[src/rtl/instr_fetch_stage.sv]
// Instruction fetch stage: holds the PC, keeps at most one instruction-memory
// request in flight and hands instructions to decode through a valid/ready register.
module instr_fetch_stage #(
  parameter int                ADDR_W   = 32,
  parameter int                DATA_W   = 32,
  parameter logic [ADDR_W-1:0] RESET_PC = {ADDR_W{1'b0}},
  parameter int                PC_STEP  = 4
) (
  input  logic              clk,
  input  logic              rst,
  output logic              imem_req,
  output logic [ADDR_W-1:0] imem_addr,
  input  logic [DATA_W-1:0] imem_rdata,
  input  logic              imem_valid,
  input  logic              redirect_valid,
  input  logic [ADDR_W-1:0] redirect_pc,
  output logic              if_valid,
  output logic [DATA_W-1:0] if_instr,
  output logic [ADDR_W-1:0] if_pc,
  input  logic              id_ready
);

  typedef enum logic [1:0] {
    ST_IDLE  = 2'd0,
    ST_FETCH = 2'd1,
    ST_WAIT  = 2'd2,
    ST_DRAIN = 2'd3
  } state_t;

  localparam logic [ADDR_W-1:0] PC_INC = ADDR_W'(PC_STEP);

  state_t            state_r, state_s;
  logic [ADDR_W-1:0] pc_r, pc_s;
  logic              req_s;
  logic              load_s;
  logic              out_free_s;
  logic              transfer_s;

  assign transfer_s = if_valid & id_ready;
  assign out_free_s = ~if_valid | id_ready;
  assign imem_req   = req_s;
  assign imem_addr  = pc_r;

  // State and PC registers
  always_ff @(posedge clk or posedge rst) begin
    if (rst) begin
      state_r <= ST_IDLE;
      pc_r    <= RESET_PC;
    end else begin
      state_r <= state_s;
      pc_r    <= pc_s;
    end
  end

  // Next-state, next-PC and request strobe
  always_comb begin
    state_s = state_r;
    pc_s    = pc_r;
    req_s   = 1'b0;
    load_s  = 1'b0;
    case (state_r)
      ST_IDLE: begin
        state_s = ST_FETCH;
      end
      ST_FETCH: begin
        if (redirect_valid) begin
          pc_s = redirect_pc;
        end else if (out_free_s) begin
          req_s   = 1'b1;
          state_s = ST_WAIT;
        end else begin
          state_s = ST_FETCH;
        end
      end
      ST_WAIT: begin
        // A redirect always wins over a returning response: that data is wrong-path.
        if (redirect_valid && imem_valid) begin
          pc_s    = redirect_pc;
          state_s = ST_FETCH;
        end else if (redirect_valid) begin
          pc_s    = redirect_pc;
          state_s = ST_DRAIN;
        end else if (imem_valid) begin
          load_s  = 1'b1;
          pc_s    = pc_r + PC_INC;
          state_s = ST_FETCH;
        end else begin
          state_s = ST_WAIT;
        end
      end
      ST_DRAIN: begin
        if (redirect_valid) begin
          pc_s = redirect_pc;
        end else begin
          pc_s = pc_r;
        end
        if (imem_valid) begin
          state_s = ST_FETCH;
        end else begin
          state_s = ST_DRAIN;
        end
      end
      default: begin
        state_s = ST_IDLE;
      end
    endcase
  end

  // Output register towards decode; a redirect flushes whatever it holds
  always_ff @(posedge clk or posedge rst) begin
    if (rst) begin
      if_valid <= 1'b0;
      if_instr <= {DATA_W{1'b0}};
      if_pc    <= {ADDR_W{1'b0}};
    end else if (redirect_valid) begin
      if_valid <= 1'b0;
    end else if (load_s) begin
      if_valid <= 1'b1;
      if_instr <= imem_rdata;
      if_pc    <= pc_r;
    end else if (transfer_s) begin
      if_valid <= 1'b0;
    end
  end

endmodule

[config.mk]
export PLATFORM = sky130hd
export DESIGN_NAME = instr_fetch_stage
export DESIGN_NICKNAME = d
export VERILOG_FILES = /design/src/rtl/instr_fetch_stage.sv
export SDC_FILE = /design/constraint.sdc
export NUM_CORES = 1
export LEC_CHECK = 0
export CORE_MARGIN = 1
export CORE_UTILIZATION = 60
export DETAILED_ROUTE_END_ITERATION = 7
export DONT_BUFFER_PORTS = 1
export HOLD_SLACK_MARGIN = 0.06
export PLACE_DENSITY = 0.81
export SLEW_MARGIN = 20
export SYNTH_ARGS = -nofsm -noshare
export SYNTH_HDL_FRONTEND = slang
export SYNTH_SLANG_ARGS = --single-unit
export TNS_END_PERCENT = 5
[constraint.sdc]
create_clock -name clk -period 3.85 [get_ports clk]
set_input_delay 0.9625 -clock clk [delete_from_list [all_inputs] [get_ports clk]]
set_output_delay 0.9625 -clock clk [all_outputs]
set_load 0.005 [all_outputs]
==> out/qor.log, run 1 <==
INFO  logic_synthesis synthTopCellsByCount=nand2_1, dfrtp_1, nor2_1
INFO  status         outcome=complete, no violations
INFO  timing         timing.setup.tns=0ns
INFO  floorplanning  floorplan.die.height=91.9um
INFO  timing         layout_min_cycle_time=2.50ns
INFO  floorplanning  placeable_core_region=7770squm
INFO  pwr            power.static_leakage=2.36nW
INFO  detailed_routing drt-vias-per-instance=6.46
INFO  detailed_routing dr.first_iter.drc_count=425
INFO  logic_synthesis top_cell=nand2_1
INFO  detailed_routing drt_drc_violations_left=0
INFO  logic_synthesis synth.lib_cells_used.distinct=57
INFO  floorplanning  num_rows=32
INFO  cells_and_area logic_area=2160squm
INFO  logic_synthesis post_synth.cell_area_avg=8.70squm
INFO  floorplanning  die-width=91.9um
INFO  timing         timing.max_slew.rel_slack=0.364
INFO  detailed_routing wl_per_cell=19.7um
INFO  logic_synthesis ys_cells=557
INFO  grt            antenna_violations_before_repair=0
INFO  timing         finalSetupViolations=0
INFO  pwr            seq_power_share=0.579
INFO  floorplanning  io_pins=167
INFO  logic_synthesis number_of_instances_in_the_synthesized_netlist=557
INFO  detailed_routing first_pass_iters=5
INFO  clock_tree     number_of_cts_inserted_buffers=9
INFO  clock_tree     tritoncts_sink_count=99
INFO  pwr            power_frac_comb=0.211
INFO  worst_setup_path timing.reg2reg.setup_slack=1.35ns
INFO  logic_synthesis simple_gate_area_frac=0.286
INFO  logic_synthesis yosysWarnings=0
INFO  floorplanning  chip_area=8440squm
INFO  logic_synthesis mappedNetlistArea=4850squm
INFO  cells_and_area num-nets-final=602
INFO  cells_and_area fillerInstances=666
INFO  pwr            swShare=0.392
INFO  logic_synthesis post-synth-top-area-fraction=0.511
INFO  grt            globalRouteTotalUtil=0.303
INFO  logic_synthesis ys_seq_elements=99
INFO  grt            globalRouteMet2Util=0.485
INFO  logic_synthesis adder_share=0.00258
INFO  worst_setup_path cp_data_required_time=4.07ns
INFO  timing         rsz0062_at_grt=no
-- run 1: power groups by stage --
| stage | Clock (W) | Sequential, W | Combinational (W) |
|---|---|---|---|
| final | 0.000706 | 0.00195 | 0.000709 |
| after CTS | 0.000719 | 0.00194 | 0.000708 |
| after floorplan | 0 | 0.00177 | 0.000644 |
| after detailed placement | 0 | 0.00196 | 0.000703 |
| after global routing | 0.000755 | 0.00200 | 0.000817 |
| after global placement | 0 | 0.00195 | 0.000657 |
-- run 1: sequential cells by signal (all words and copies together) (netlist names) --
name,flops
if_instr,32
if_pc,32
if_valid,1
imem_addr,32
state_r,2
-- run 1: layout make-up --
type | count | share of cell area
sequential | 99 | 0.491
multi-input combinational | 409 | 0.428
clock buffer | 10 | 0.0273
tap | 102 | 0.0253
clock inverter | 6 | 0.0141
timing repair buffer | 6 | 0.00892
inverter | 7 | 0.00570
-- run 1: worst max-delay path by stage --
stage / start / endpoint / slack [ns]
floorplan: rst / if_instr[0] / 0.30
global placement: redirect_valid / if_pc[26] / 1.19
detailed placement: redirect_valid / if_pc[29] / 1.11
CTS: state_r[0] / if_pc[29] / 1.35
global route: state_r[0] / if_pc[29] / 1.16
finish: state_r[0] / if_pc[29] / 1.35
-- run 1: metal layers --
metal | wire, um | share of wire
met1 | 5170 | 0.41
met2 | 6070 | 0.48
met3 | 1080 | 0.086
met4 | 278 | 0.022
met5 | 0 | 0
-- run 1: critical path: stages, from the launching register on --
cell,delay (ns)
dfrtp_1,0.58
nor2_2,0.48
nand3_2,0.53
buf_4,0.49
nand2_1,0.14
o21ai_0,0.11
-- run 1: kinds of logic after synthesis --
| group | after synthesis |
|---|---|
| adders and majority gates | 1 |
| DFF | 99 |
| and+or+nand+nor | 305 |
| muxes | 9 |
| AOI/OAI and AO/OA | 94 |
| buffers and inverters | 49 |
-- run 1: stage by stage --
| step | setup slack, ns | std cells | instance area [sq um] | utilization |
|---|---|---|---|---|
| floorplan | 0.297 | 557 | 4850 | - |
| global placement | 1.19 | 623 | 4840 | 0.623 |
| detailed placement | 1.11 | 623 | 4840 | 0.623 |
| CTS | 1.35 | 639 | 5050 | 0.650 |
| global route | 1.16 | 639 | 5050 | 0.650 |
| finish | 1.35 | 639 | 5050 | 0.650 |
-- run 1: cell usage in the layout (no fill, tap or decap), types with 10 or more instances in the layout --
cell type,n
o21ai_0,21
nand4_1,11
a21oi_1,15
clkbuf_8,10
dfrtp_1,99
nor3_1,11
a32oi_1,10
nand2_1,200
nand3_1,19
nor2_1,22
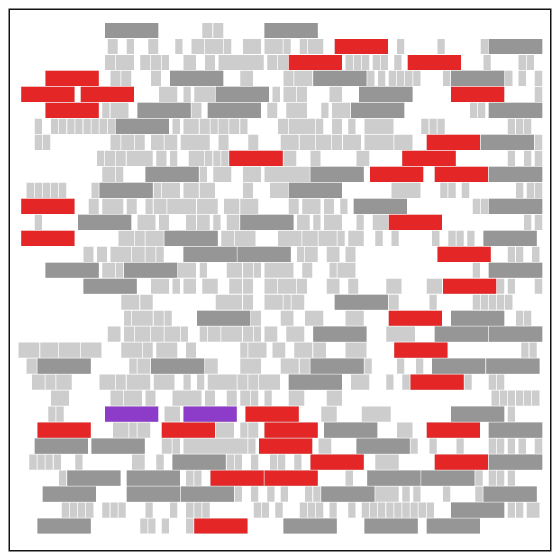
Fig. 1. Where the registers sit (run 1).
Other sequential cells in the stronger grey, the rest of the logic in the fainter grey.
- purple: state_r (placed flops 2)
- red: if_pc (placed flops 32; where widely spread)

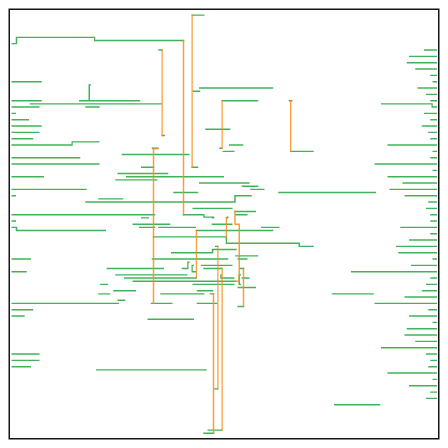
Fig. 2. Routed metal, one colour a layer (run 1).
Only two layers are drawn.
- orange: M4 (wire length 278 um)
- green: M3 (wire length 1080 um)

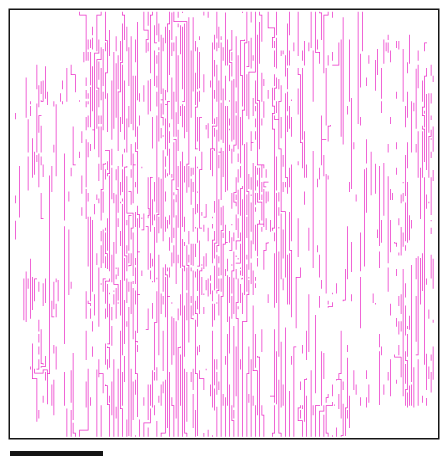
Fig. 3. M2 wires (run 1).
Scale bar: 20 um.
- wire length on this layer: 6070 um
- main direction: vertical
- share of all routed wire: 48%
- nets with wire on the layer: 476

==> run 2, diff against run 1 <==
--- a/config.mk
+++ b/config.mk
@@ -6,11 +6,11 @@
 export NUM_CORES = 1
 export LEC_CHECK = 0
 export CORE_MARGIN = 1
-export CORE_UTILIZATION = 60
+export CORE_UTILIZATION = 57
 export DETAILED_ROUTE_END_ITERATION = 7
 export DONT_BUFFER_PORTS = 1
 export HOLD_SLACK_MARGIN = 0.06
-export PLACE_DENSITY = 0.81
+export PLACE_DENSITY = 0.8
 export SLEW_MARGIN = 20
 export SYNTH_ARGS = -nofsm -noshare
 export SYNTH_HDL_FRONTEND = slang
==> constraint.sdc (replaced) <==
create_clock -name clk -period 2 [get_ports clk]
set_input_delay 0.5 -clock clk [delete_from_list [all_inputs] [get_ports clk]]
set_output_delay 0.5 -clock clk [all_outputs]
set_load 0.005 [all_outputs]
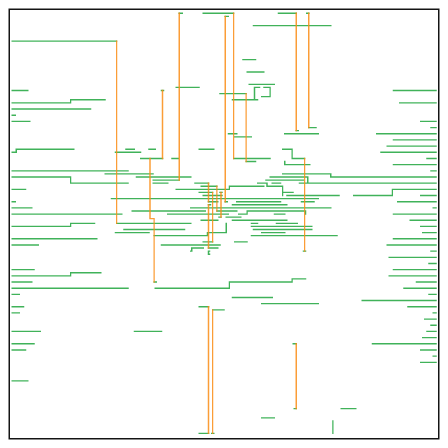
Fig. 4. Routed metal, one colour a layer (run 2).
Only two layers are drawn.
- orange: M4 (wire length 384 um)
- green: M3 (wire length 1230 um)

==> run 2 against run 1 <==
  * Final cell count grew 5.2%
  * Clock-buffer cell count grew 1
  * Clock skew grew 0.0015 ns
  * Non-clock buffer count grew 30
  * Global-route usage is essentially flat
  * Final area grew 5.3%
  * Critical path depth shrank 1
  * Combinational power grew 150%
  * Critical path type unchanged
  * Critical endpoint is now imem_addr[30]
  * Largest cell class unchanged
  * Highest routed layer unchanged
==> out/qor.log, run 2 <==
INFO  logic_synthesis synthTopCellsByCount=nand2_1, dfrtp_1, nor2_1
INFO  floorplanning  placeable_core_region=8220squm
INFO  pwr            power.static_leakage=2.52nW
INFO  detailed_routing drt-vias-per-instance=6.25
INFO  logic_synthesis yosysWarnings=0
INFO  logic_synthesis adder_share=0.00258
INFO  timing         final.setup.worst_slack=0.155ns
INFO  logic_synthesis number_of_instances_in_the_synthesized_netlist=557
INFO  timing         period_used_share=0.922
INFO  timing         finalSetupViolations=0
INFO  worst_setup_path critical_path.slowest_cell=or4_4
INFO  logic_synthesis top_cell=nand2_1
INFO  detailed_routing wl_per_cell=19.5um
INFO  grt            globalRouteTotalUtil=0.302
INFO  floorplanning  io_pins=167
INFO  worst_setup_path worst_setup_path_startpoint=imem_addr[12]
INFO  cells_and_area num-nets-final=632
INFO  grt            pin_count_of_the_biggest_net_entering_global_routing=100
INFO  logic_synthesis post_synth.cell_area_avg=8.70squm
INFO  timing         timing.setup.tns=0ns
INFO  timing         rsz0062_at_grt=no
INFO  timing         timing.max_slew.rel_slack=0.650
INFO  timing         layout_min_cycle_time=1.84ns
INFO  floorplanning  chip_area=8880squm
INFO  detailed_routing first_pass_iters=5
INFO  logic_synthesis post-synth-top-area-fraction=0.511
INFO  cells_and_area layout_top_cell=nand2_1
INFO  worst_setup_path crit_path_cell_trace=nand4_2, or4_4, o31ai_2, o311a_1
INFO  floorplanning  floorplan.die.height=94.2um
INFO  logic_synthesis simple_gate_area_frac=0.286
INFO  cells_and_area fillerInstances=685
INFO  floorplanning  die-width=94.2um
INFO  grt            antenna_violations_before_repair=0
INFO  cells_and_area most_frequently_placed_logic_cells_in_the_final_layout=nand2_1, dfrtp_1, buf_4
INFO  clock_tree     tritoncts_sink_count=99
INFO  worst_setup_path cp_data_required_time=2.29ns
INFO  status         outcome=complete, no violations
INFO  logic_synthesis mappedNetlistArea=4850squm
INFO  logic_synthesis ys_seq_elements=99
run 2: cell counts after synthesis:
Identical to the previous run, type by type.
run 2: metrics by stage:
step | instance area [sq um] | hold WS (ns) | instances | total power (W) | utilization
detailed placement | 5100 | 0.488 | 656 | 0.00535 | 0.621
global placement | 5100 | 0.484 | 656 | 0.00524 | 0.621
global route | 5320 | 0.186 | 672 | 0.00719 | 0.647
CTS | 5320 | 0.180 | 672 | 0.00675 | 0.647
finish | 5320 | 0.145 | 672 | 0.00675 | 0.647
floorplan | 4850 | 0.470 | 557 | 0.00465 | -
run 2: power by group:
part           internal (W)  switching (W)  total, W
Combinational      0.000715        0.00102   0.00174
Clock              0.000713       0.000703   0.00142
Sequential          0.00276       0.000837   0.00360
Total               0.00419        0.00256   0.00675
run 2: layout make-up:
class,instances,area [sq um],area share
Clock inverter,5,85.1,0.0160
Clock buffer,11,131,0.0247
Multi-Input combinational cell,409,2160,0.407
Sequential cell,99,2480,0.466
Timing Repair Buffer,36,295,0.0556
Inverter,7,30.0,0.00565
Tap cell,105,131,0.0247
run 2: worst max-delay path by stage:
stage	slack [ns]	end
2_1_floorplan	0.21	imem_addr[30]
5_1_grt	0.08	imem_addr[16]
6_report	0.16	imem_addr[30]
3_5_place_dp	0.22	imem_addr[30]
3_3_place_gp	0.26	imem_addr[30]
4_1_cts	0.17	imem_addr[30]
run 2: metal layers:
layer	up-vias	track usage	routed length [um]
met5	-	0	0
met4	0	0.123	383
met3	37	0.0809	1230
met2	239	0.476	6190
met1	1989	0.394	5300
li1	1933	-	-
run 2: cells by family (layout without fill, tap and decap cells):
logic type,Yosys count,after routing
AND-OR/OR-AND,94,94
adder cells (fa/ha/maj),1,1
buffers and inverters,49,59
flip-flops,99,99
multiplexers,9,9
AND/OR/NAND/NOR,305,305
run 2: worst max-delay path: cells and delay by family, from the launching register on:
kind            cells  cell delay (ns)
simple gates        2             0.84
compound gates      2             0.42
flops               1             0.50
==> run 3, diff against run 2 <==
--- a/config.mk
+++ b/config.mk
@@ -5,12 +5,14 @@
 export SDC_FILE = /design/constraint.sdc
 export NUM_CORES = 1
 export LEC_CHECK = 0
+export CORE_ASPECT_RATIO = 1.5
 export CORE_MARGIN = 1
 export CORE_UTILIZATION = 57
 export DETAILED_ROUTE_END_ITERATION = 7
 export DONT_BUFFER_PORTS = 1
 export HOLD_SLACK_MARGIN = 0.06
 export PLACE_DENSITY = 0.8
+export SKIP_LAST_GASP = 1
 export SLEW_MARGIN = 20
 export SYNTH_ARGS = -nofsm -noshare
 export SYNTH_HDL_FRONTEND = slang
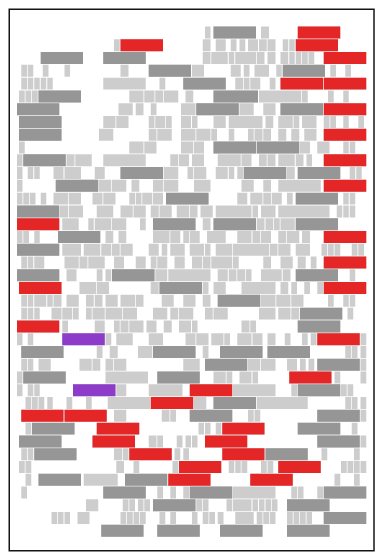
Fig. 5. Where the registers sit (run 3).
Other sequential cells in the stronger grey, the rest of the logic in the fainter grey.
- purple: state_r (placed flops 2)
- red: if_pc (placed flops 32; where widely spread)
- not coloured: 65

==> run 3 against run 2 <==
  * Utilization rose by 2.5 points
  * Flip-flop count did not move
  * Global-route usage rose by 0.66 points
  * Synthesized area unchanged
  * Synthesized cell count stayed put
  * Sequential power hardly changed
  * Largest power group unchanged
==> out/qor.log, run 3 <==
INFO  status         outcome=complete, no violations
INFO  pwr            power.static_leakage=2.58nW
INFO  logic_synthesis post-synth-top-area-fraction=0.511
INFO  logic_synthesis ys_seq_elements=99
INFO  worst_setup_path cp_data_required_time=2.22ns
INFO  grt            antenna_violations_before_repair=0
INFO  logic_synthesis post_synth.cell_area_avg=8.70squm
INFO  worst_setup_path crit_path_cell_trace=buf_4, nor2b_1, o21ai_2, buf_4, a21oi_1, o311a_1
INFO  floorplanning  floorplan.die.height=115um
INFO  floorplanning  num_rows=40
INFO  floorplanning  die-width=77.3um
INFO  floorplanning  io_pins=167
INFO  detailed_routing wl_per_cell=19.9um
INFO  cells_and_area num-nets-final=631
INFO  grt            pin_count_of_the_biggest_net_entering_global_routing=60
INFO  floorplanning  chip_area=8890squm
INFO  timing         number_of_hold_violations_in_the_final_report=0
INFO  worst_setup_path critical-path-top-cell-by-count=buf_4
INFO  timing         period_used_share=0.916
INFO  logic_synthesis synthTopCellsByCount=nand2_1, dfrtp_1, nor2_1
INFO  place          pre_cts_slack=0.199ns
INFO  worst_setup_path max_stage_delay=0.50ns
INFO  timing         timing.setup.tns=0ns
INFO  clock_tree     tritoncts_sink_count=99
INFO  timing         final.setup.worst_slack=0.167ns
INFO  detailed_routing dr.first_iter.drc_count=337
INFO  logic_synthesis yosysWarnings=0
INFO  timing         rsz0062_at_grt=no
INFO  timing         timing.max_slew.rel_slack=0.587
INFO  grt            globalRouteTotalUtil=0.309
INFO  clock_tree     number_of_cts_inserted_buffers=9
INFO  logic_synthesis mappedNetlistArea=4850squm
INFO  detailed_routing drt-vias-per-instance=6.36
INFO  cells_and_area fillerInstances=679
INFO  timing         layout_min_cycle_time=1.83ns
INFO  worst_setup_path timing.rr.start=state_r[0]
INFO  logic_synthesis ys_cells=557
INFO  cells_and_area most_frequently_placed_logic_cells_in_the_final_layout=nand2_1, dfrtp_1, buf_4
INFO  detailed_routing drt_drc_violations_left=0
INFO  detailed_routing first_pass_iters=7
INFO  logic_synthesis number_of_instances_in_the_synthesized_netlist=557
INFO  floorplanning  placeable_core_region=8110squm
INFO  cells_and_area layout_top_cell=nand2_1
INFO  worst_setup_path critical_path.slowest_cell=o21ai_2
[run 3: cell counts after synthesis]
No cell type changed its count.
[run 3: cells by family (layout without fill, tap and decap cells)]
kind of cell             count (synthesis)  in the layout  share of synthesized area
AND/OR/NAND/NOR                        305            305                      0.286
adder cells (fa/ha/maj)                  1              1                    0.00258
AND-OR/OR-AND                           94             94                      0.136
flip-flops                              99             99                      0.511
multiplexers                             9              9                     0.0194
buffers and inverters                   49             58                     0.0446
[run 3: critical path, delay by kind of cell, from the launching register on]
family,cells,cell delay [ns]
AOI/OAI and AO/OA,3,0.71
DFF,1,0.43
and+or+nand+nor,1,0.08
buffers and inverters,2,0.48
[run 3: path summary, 6_finish.rpt]
| kind | to | slack (ns) |
|---|---|---|
| max in group asynchronous | if_pc[8] | 1.45 |
| hold reg to reg | if_instr[9] | 0.50 |
| setup reg to reg | imem_addr[30] | 0.17 |
| setup / recovery | imem_addr[30] | 0.17 |
| min in group clk | if_instr[14] | 0.26 |
| hold / removal | if_pc[26] | 0.13 |
[run 3: layout make-up]
cell class              count  area [sq um]  share of cell area
flip-flops and latches     99          2480               0.455
multi-input cells         409          2160               0.398
repair buffers             35           313              0.0575
clock buffers              10           239              0.0439
well taps                 105           131              0.0241
clock inverters             6          87.6              0.0161
inverters                   7          30.0             0.00552
[run 3: power by group]
group	switching, W	internal [W]
clock network	0.000741	0.00113
logic	0.00108	0.000718
registers	0.000809	0.00277
[run 3: through the flow]
step / power, W / util / instance area [sq um] / hold slack (ns) / cells
finish: 0.00725 / 0.671 / 5440 / 0.125 / 671
global placement: 0.00526 / 0.631 / 5120 / 0.483 / 655
detailed placement: 0.00539 / 0.631 / 5120 / 0.489 / 655
global route: 0.00767 / 0.671 / 5440 / 0.154 / 671
floorplan: 0.00465 / - / 4850 / 0.470 / 557
CTS: 0.00727 / 0.671 / 5440 / 0.129 / 671
[run 3: metal layers]
metal  up-vias  track usage  share of wire
met4         0        0.170          0.030
met5         -            0              0
li1       1939            -              -
met3        37       0.0944          0.095
met2       247        0.543           0.52
met1      2047        0.330           0.35
Power figures rest on the tool's default switching activity, not on a simulated workload.
